File: src/rtl/led_blink_ctrl.sv
// LED controller: off, solid, continuous blink, or a counted burst of blinks,
// timed by an external tick strobe. All outputs derive from registered state.
module led_blink_ctrl #(
  parameter int ON_TICKS  = 5,
  parameter int OFF_TICKS = 5,
  parameter int BURST_W   = 4
) (
  input  logic               clk,
  input  logic               rst,
  input  logic               tick,
  input  logic               cmd_valid,
  input  logic [1:0]         cmd_mode,
  input  logic [BURST_W-1:0] cmd_burst,
  output logic               cmd_ready,
  output logic               led,
  output logic               busy,
  output logic               done
);

  localparam int MAX_TICKS = (ON_TICKS > OFF_TICKS) ? ON_TICKS : OFF_TICKS;
  localparam int PW        = $clog2(MAX_TICKS + 1);
  localparam logic [PW-1:0] ON_LAST  = PW'(ON_TICKS - 1);
  localparam logic [PW-1:0] OFF_LAST = PW'(OFF_TICKS - 1);
  localparam logic [BURST_W-1:0] REM_ONE = BURST_W'(1);

  typedef enum logic [1:0] {IDLE, SOLID, BLINK_ON, BLINK_OFF} state_t;

  state_t             state_reg;
  logic [PW-1:0]      phase_reg;
  logic               burst_reg;
  logic [BURST_W-1:0] remaining_reg;
  logic               led_reg;
  logic               done_reg;
  logic               accept;

  // burst_reg is only ever set while blinking, so it alone gates new commands
  assign cmd_ready = ~burst_reg;
  assign accept    = cmd_valid & ~burst_reg;
  assign busy      = (state_reg != IDLE);
  assign led       = led_reg;
  assign done      = done_reg;

  always_ff @(posedge clk) begin
    if (rst) begin
      state_reg     <= IDLE;
      phase_reg     <= '0;
      burst_reg     <= 1'b0;
      remaining_reg <= '0;
      led_reg       <= 1'b0;
      done_reg      <= 1'b0;
    end else begin
      done_reg <= 1'b0;
      if (accept) begin
        // a tick coinciding with an accepted command is deliberately dropped
        phase_reg <= '0;
        case (cmd_mode)
          2'b00: begin
            state_reg     <= IDLE;
            led_reg       <= 1'b0;
            burst_reg     <= 1'b0;
            remaining_reg <= '0;
          end
          2'b01: begin
            state_reg     <= SOLID;
            led_reg       <= 1'b1;
            burst_reg     <= 1'b0;
            remaining_reg <= '0;
          end
          2'b10: begin
            state_reg     <= BLINK_ON;
            led_reg       <= 1'b1;
            burst_reg     <= 1'b0;
            remaining_reg <= '0;
          end
          default: begin
            if (cmd_burst != '0) begin
              state_reg     <= BLINK_ON;
              led_reg       <= 1'b1;
              burst_reg     <= 1'b1;
              remaining_reg <= cmd_burst;
            end else begin
              state_reg     <= IDLE;
              led_reg       <= 1'b0;
              burst_reg     <= 1'b0;
              remaining_reg <= '0;
              done_reg      <= 1'b1;
            end
          end
        endcase
      end else if (tick) begin
        case (state_reg)
          BLINK_ON: begin
            if (phase_reg == ON_LAST) begin
              state_reg <= BLINK_OFF;
              led_reg   <= 1'b0;
              phase_reg <= '0;
            end else begin
              phase_reg <= phase_reg + 1'b1;
            end
          end
          BLINK_OFF: begin
            if (phase_reg == OFF_LAST) begin
              phase_reg <= '0;
              if (!burst_reg) begin
                state_reg <= BLINK_ON;
                led_reg   <= 1'b1;
              end else if (remaining_reg > REM_ONE) begin
                remaining_reg <= remaining_reg - 1'b1;
                state_reg     <= BLINK_ON;
                led_reg       <= 1'b1;
              end else begin
                remaining_reg <= '0;
                burst_reg     <= 1'b0;
                state_reg     <= IDLE;
                led_reg       <= 1'b0;
                done_reg      <= 1'b1;
              end
            end else begin
              phase_reg <= phase_reg + 1'b1;
            end
          end
          default: ;
        endcase
      end
    end
  end

endmodule

File: config.mk
export PLATFORM = sky130hd
export DESIGN_NAME = led_blink_ctrl
export DESIGN_NICKNAME = d
export VERILOG_FILES = /design/src/rtl/led_blink_ctrl.sv
export SDC_FILE = /design/constraint.sdc
export NUM_CORES = 1
export LEC_CHECK = 0
export ABC_AREA = 1
export CELL_PAD_IN_SITES_DETAIL_PLACEMENT = 1
export CELL_PAD_IN_SITES_GLOBAL_PLACEMENT = 1
export CORE_MARGIN = 10
export CORE_UTILIZATION = 30
export CTS_BUF_LIST = sky130_fd_sc_hd__clkbuf_4 sky130_fd_sc_hd__clkbuf_8
export DETAILED_ROUTE_END_ITERATION = 8
export GPL_TIMING_DRIVEN = 0
export MAX_ROUTING_LAYER = met4
export PLACE_DENSITY = 0.75
export SETUP_SLACK_MARGIN = 0.5
export SKIP_LAST_GASP = 1
export SLEW_MARGIN = 0
export SYNTH_ARGS = -nofsm -noshare
export SYNTH_HDL_FRONTEND = slang
export SYNTH_SLANG_ARGS = --single-unit
File: constraint.sdc
create_clock -name clk -period 1.3 [get_ports clk]
set_clock_uncertainty 0.2 [all_clocks]
set_input_delay 0.195 -clock clk [delete_from_list [all_inputs] [get_ports clk]]
set_output_delay 0.195 -clock clk [all_outputs]
set_load 0.05 [all_outputs]
Figure 1. I/O nets highlighted.
(4 px per micron)
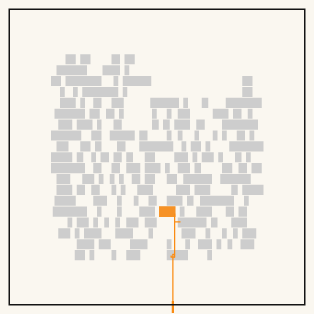
[orange] cmd_ready | bits: 1 | direction: output | edge: south | end cells: 1 | buffers: 1 | wire: 26.0 microns

Figure 2. Selected gate families.
(6 px per micron)
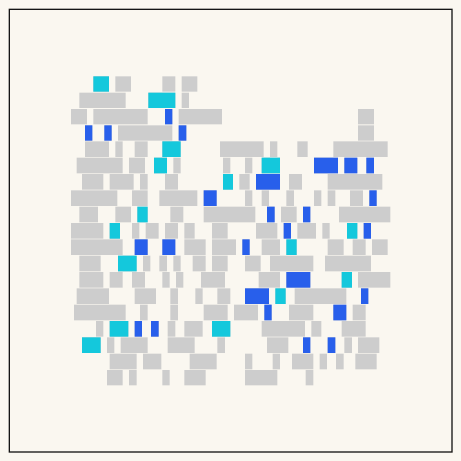
[cyan] inverting AOI/OAI gates | cells: 16
[blue] NOR gates | cells: 26

==> worst max-delay path, stage by stage, from the launching register on <==
cell and delay [ns]:
dfxtp_2 0.33, inv_2 0.07, ha_4 0.16, nand3_4 0.09, nand2_4 0.10, nand2_4 0.07
inv_6 0.09, nand2_2 0.05, nor2_1 0.09, nor2_1 0.04
==> final cells by class <==
class / count / share of cell area, %
Multi-Input combinational cell: 99 / 51.8
Sequential cell: 12 / 18.7
Timing Repair Buffer: 25 / 17.5
Inverter: 21 / 7.18
Tap cell: 31 / 2.75
Clock buffer: 4 / 2.13
==> stage by stage <==
step	cells	util, %
after floorplan	132	-
after detailed placement	176	41.4
after CTS	189	48.1
after global placement	176	41.4
final	192	51.2
after global routing	192	51.2
==> how the worst min path moves through the flow <==
stage	end	cells past startpoint
CTS	phase_reg[1]	2
detailed placement	phase_reg[0]	1
floorplan	burst_reg	1
global placement	phase_reg[0]	1
global route	phase_reg[1]	2
finish	phase_reg[1]	2
==> per-layer routing <==
layer  track usage [%]  vias to the layer above  wire length, microns
met2              19.0                       13                  1490
met4              1.86                        0                    36
met5                 -                        -                     0
met3              3.50                        6                   103
li1                  -                      471                     -
met1              11.7                      440                  1170
==> placed cells by master (no fill, tap or decap), types with 2 or more instances in the layout <==
cell	n
nand2_1	20
nor2_1	17
buf_4	10
inv_1	9
nand2_2	8
clkdlybuf4s50_1	7
inv_2	6
nand2_4	6
nor2_2	5
o21ai_1	5
dfxtp_4	5
inv_4	4
a21oi_2	4
nor2_4	4
nand3_1	4
ha_4	4
ha_1	4
clkbuf_4	4
buf_8	4
dfxtp_2	4
nand3_2	3
dfxtp_1	3
or2_4	2
nand4_1	2
o21ai_2	2
a21oi_1	2
buf_6	2
==> logic make-up (layout without fill, tap and decap cells) <==
group,Yosys count,after routing,synth area share [%]
AOI/OAI and AO/OA,16,16,10.0
xor gates and xnor gates,1,1,1.02
adders and majority gates,8,8,11.6
buffers and inverters,21,50,9.46
DFF,12,12,27.9
and+or+nand+nor,74,74,39.9
==> repair_timing <==
item / CTS / global route
pin swaps: 22 / 13
resized: 57 / 20
buffers inserted: 9 / 3
hold endpoints to repair: 0 / 0
endpoints found under the setup margin: 16 / 16
==> report_power, final <==
group / total, mW / switching (mW) / internal, mW / leakage, nW
combinational: 0.446 / 0.250 / 0.196 / 0.477
clock: 0.270 / 0.130 / 0.140 / 0.0184
sequential: 0.410 / 0.0229 / 0.387 / 0.103
total: 1.13 / 0.403 / 0.723 / 0.598
==> Changelog: implementation <==
## Implementation

* Run status: finished, violations left
* Failing checks: negative setup slack
* # hold bufs at CTS at 0
* Die ar. at about 5400 sq um
* CTS buffer count at 3
* Finished Cell Area at about 1400 sq um
* Log Warnings at 34
* # setup viols final at 9
* Area after DPL at ~1100 sq um
* Reg2Reg Launch Point: phase_reg[1]
* Initial DRT Pass Iterations at 4
* Final hold viol count at 0
* GP Congestion at slightly below 0.8
* CTS tree: built
* Post-DP HPWL at ~1900 microns
* Crit. Startpoint: phase_reg[1]
* DRC violations left at 0
* Asr flop ratio synth at 0%
* Max cap viols at 0
* Number of placement rows at 19
* Initial antenna violation count at 0
* Largest area contributor in the netlist: dfxtp_1
* Top cells by count, synth: nand2_1, nor2_1, inv_1, dfxtp_1
* Post-synth EDFFs at 0
* Worst flop-to-flop path endpoint: remaining_reg[0]
* Fmax at between 700 and 800 MHz
* Routed len/inst at approximately 15 microns
* First-pass GRT wire length at approximately 4600 microns
* CP Max Fanout at 6
* Max transition margin at 81.3%
* R2r worst-path depth at 9
* Post-Syn Nets at approximately 150
* Synthesized area per cell at 6.51 sq um
* Mapped cell area at roughly 860 sq um
* Fillcell total at about 350
* Via count at roughly 930
* Share of cells above drive strength 1 at about 51%
* Worst Setup EP: remaining_reg[0]
* Top cells by area, synth: dfxtp_1, nand2_1, ha_1
* Hold_ws at about 0.31 ns
* Drt total wl at between 2000 and 3000 microns
* Layout net count at roughly 180
* Flop area at between 200 and 300 sq um
* Area grow syn2layout at 64.2%
* Floorplan core density at a little under a third
* Clk sink count at 12
* H-tree levels at 1
* Most frequent cell after synthesis: nand2_1
* Synth unique cells at 22
* Post-route worst setup slack at -0.104 ns
* Synth Warn # at 0
* Critical Path End Type: flip-flop
* Antenna Cells at 0
* Vias in the first global route at a little over 1000
* Registers, synthesis at 12
* Tightest Pin Transition at about 0.28 ns
* WP data arrival at around 1.4 ns
* Die X at 73.5 microns
* CP Class: flip-flop to flip-flop
Power is estimated from default activity; no workload was simulated.
